==> config.mk <==
export PLATFORM = sky130hd
export DESIGN_NAME = jtag_tap_gen
export DESIGN_NICKNAME = d
export VERILOG_FILES = /design/src/rtl/jtag_tap_pkg.sv /design/src/rtl/jtag_tap_fsm.sv /design/src/rtl/jtag_tap_gen.sv
export SDC_FILE = /design/constraint.sdc
export NUM_CORES = 1
export LEC_CHECK = 0
export CAP_MARGIN = 20
export CORE_UTILIZATION = 60
export DETAILED_ROUTE_END_ITERATION = 10
export PLACE_DENSITY = 0.87
export SLEW_MARGIN = 20
export SYNTH_ARGS = -nofsm -noshare
export SYNTH_HDL_FRONTEND = slang
export SYNTH_SLANG_ARGS = --single-unit
==> constraint.sdc <==
create_clock -name tck_i -period 3.8 [get_ports tck_i]
set_input_delay 0.76 -clock tck_i [delete_from_list [all_inputs] [get_ports tck_i]]
set_output_delay 0.76 -clock tck_i [all_outputs]
set_load 0.005 [all_outputs]
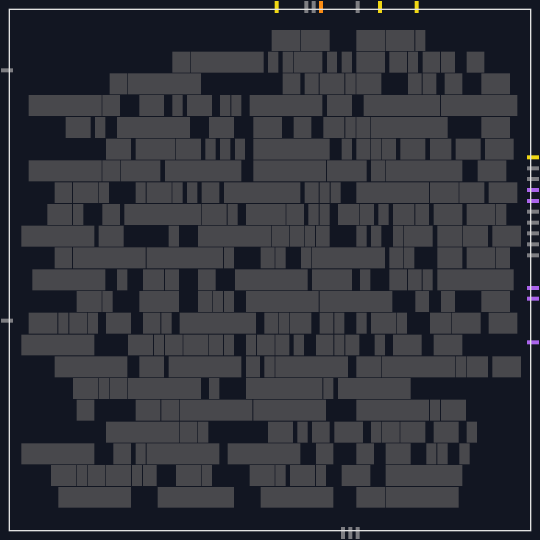
pins.png
Scale: 8 px per um. Pins as bars across the die edge, other pins in gray.
Key: tap_state_o = yellow [pins 4, direction output, edge 3 top, 1 right]; user_sel_o = purple [pins 5, direction output, edge right]; update_dr_o = orange [pins 1, direction output, edge top]
All pins by edge: 13 right, 7 top, 3 bottom, 2 left.
Chip Height: 65.0 um
chip width: 65.0 um
# port buffers: 24

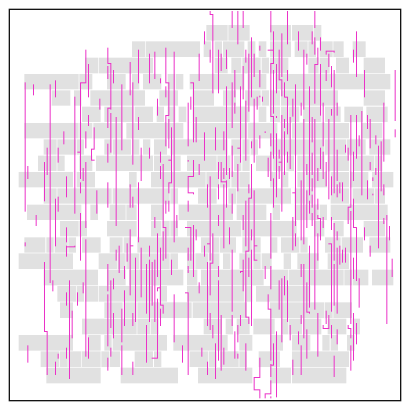
met2.png
Scale: 6 px per um. Cells faint in the background.
The longest straight run is 33.0 um. The layer holds 49% of the routed length. The wires run mostly vertical. 222 nets have wire on it.
total wire length: 3960 um
GRT met2 Usage: 35.5%
via count: 1686

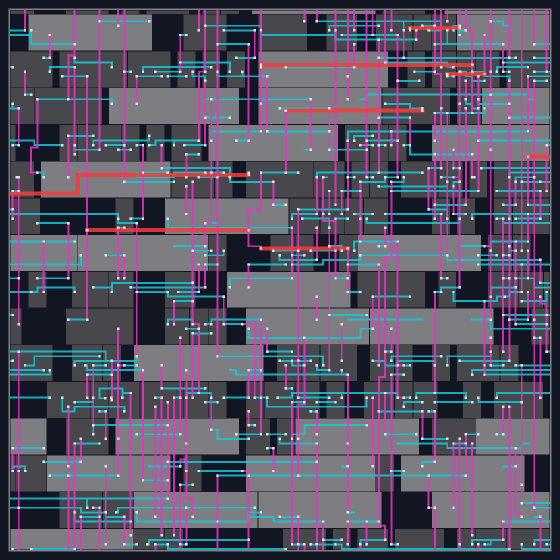
zoom.png
Window x 12 to 52, y 12 to 52 um. Cells in gray, sequential cells in the stronger gray; small squares are vias.
Key: met3 = red; met1 = cyan; met2 = magenta
142 logic cells have their middle in the window. Sequential cells in the window: 27. Most frequent: nand2_1 (33), dfrtp_1 (18), nand2b_1 (15).

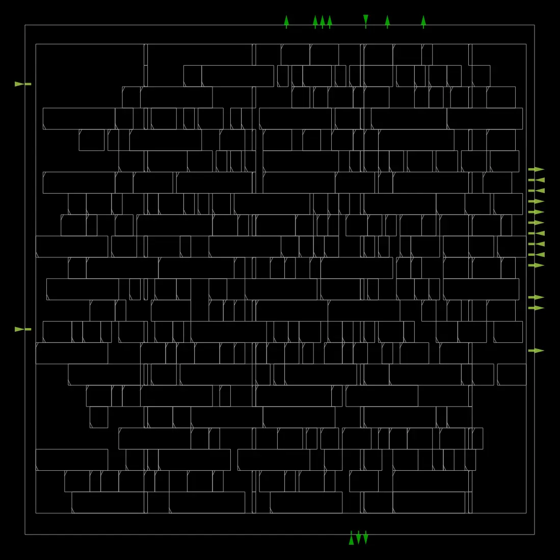
final_placement.png
Core Region: 3740 um^2
Finished Layout Cells: 313
FILL cells: 305
sequential share of cell area: 45.0%
FF+latch count: 47

==> results.ini <==
[worst_setup_path]
path_class = in2out
cp_max_fo = 1
worstSetupStartpointType = input port
reg2regPathDepth = 5

[placed_design]
dpl.cell_count = 305
dp_hpwl_um = 2670
gp_congestion = 0.739

[cells_and_area]
fin_area_um2 = 2650
diodes = 0
drive_gt1_share_pct = 20.8
mostFrequentLayoutCell = nand2_1
combGateArea_um2 = 1030
lay_top_cells = nand2_1 (51), dfrtp_1 (33), o21ai_2 (28), nand2b_1 (28), clkdlybuf4s50_1 (24)
ff_latch_area_um2 = 1190

[cts]
cts_tree = yes
cts_resized = 0
htree_levels = 2

[global_routing]
antenna_found_initial = 0
grt_overflow_total = 0
grt_first_pass_wirelength_um = 7070
grt-busiest-layer = met2

[timing]
worst_pin_slew_ps = 975
min_period_ps = 3350
setup_tns_ps = 0
finalClockPeriodUsage_pct = 88.3
slew_violations = 0

[pwr]
p_seq_share_pct = 47.9
swShare_pct = 36.5
power_frac_comb_pct = 35.0

[worst_hold_path]
min_path_type = reg2reg

[synth]
synth_stat.cells = 251
synth_top_flop_cell = dfrtp_1
top_area_cell = dfrtp_1
ys_area_um2 = 2380

[detailed_routing]
drt_first_pass_iters = 4
drt_first_iter_violations = 98

[status]
status = completed

[floorplan]
num_io_pins = 25

-- worst max-delay path, stage by stage --
cell and delay [ps]:
clkdlybuf4s50_1 440, or3b_2 430, o2111ai_1 90, o2111ai_1 150
o32ai_1 170, clkdlybuf4s50_1 550
-- final cells by class --
class | count | share of cell area, %
inverter | 4 | 0.567
clock inverter | 1 | 0.189
clock buffer | 7 | 3.26
multi-input combinational | 179 | 38.8
tap | 48 | 2.27
timing repair buffer | 27 | 9.92
sequential | 47 | 45.0
-- through the flow --
stage                     power, mW  hold WS, ps  setup slack, ps  util, %
after floorplan                1.32          443             1510        -
after global placement         1.45          452              525     68.3
after detailed placement       1.48          455              444     68.3
after CTS                      1.78          466              439     70.8
after global routing           1.91          480              316     70.8
final                          1.76          464              446     70.8
-- Yosys cell counts, types with 2 or more instances --
cell type / count
nor3_1: 3
or4_1: 2
clkbuf_1: 10
dfrtp_1: 33
o2111ai_1: 2
buf_4: 2
nor3b_1: 2
a31oi_1: 2
nand3_1: 2
nand2b_1: 28
buf_6: 8
nor2_1: 20
a21oi_1: 4
or3b_2: 2
dfstp_2: 14
mux2i_1: 2
nand2_1: 51
o21ai_2: 28
inv_1: 4
o21ai_0: 14
and3_1: 2
o21ai_1: 4
-- power groups by stage --
| stage | Sequential (mW) | Combinational [mW] | Clock, mW |
|---|---|---|---|
| global route | 0.874 | 0.713 | 0.325 |
| detailed placement | 0.849 | 0.626 | 0 |
| global placement | 0.845 | 0.604 | 0 |
| finish | 0.843 | 0.618 | 0.302 |
| floorplan | 0.764 | 0.560 | 0 |
| CTS | 0.843 | 0.627 | 0.309 |
-- per-layer routing --
layer	part of all wire [%]	wire length (um)	vias up
li1	-	-	866
met1	47	1860	791
met2	49	1930	27
met3	3.6	143	2
met4	0.48	19	0
met5	0	0	-
-- logic make-up (layout without fill, tap and decap cells) --
| family | after synthesis | in the layout | synth area share, % |
|---|---|---|---|
| AND/OR/NAND/NOR | 119 | 119 | 24.6 |
| buffers and inverters | 25 | 39 | 6.78 |
| flip-flops | 47 | 47 | 50.1 |
| AND-OR/OR-AND | 58 | 58 | 17.6 |
| multiplexers | 2 | 2 | 0.841 |
Power and IR drop assume default switching activity.
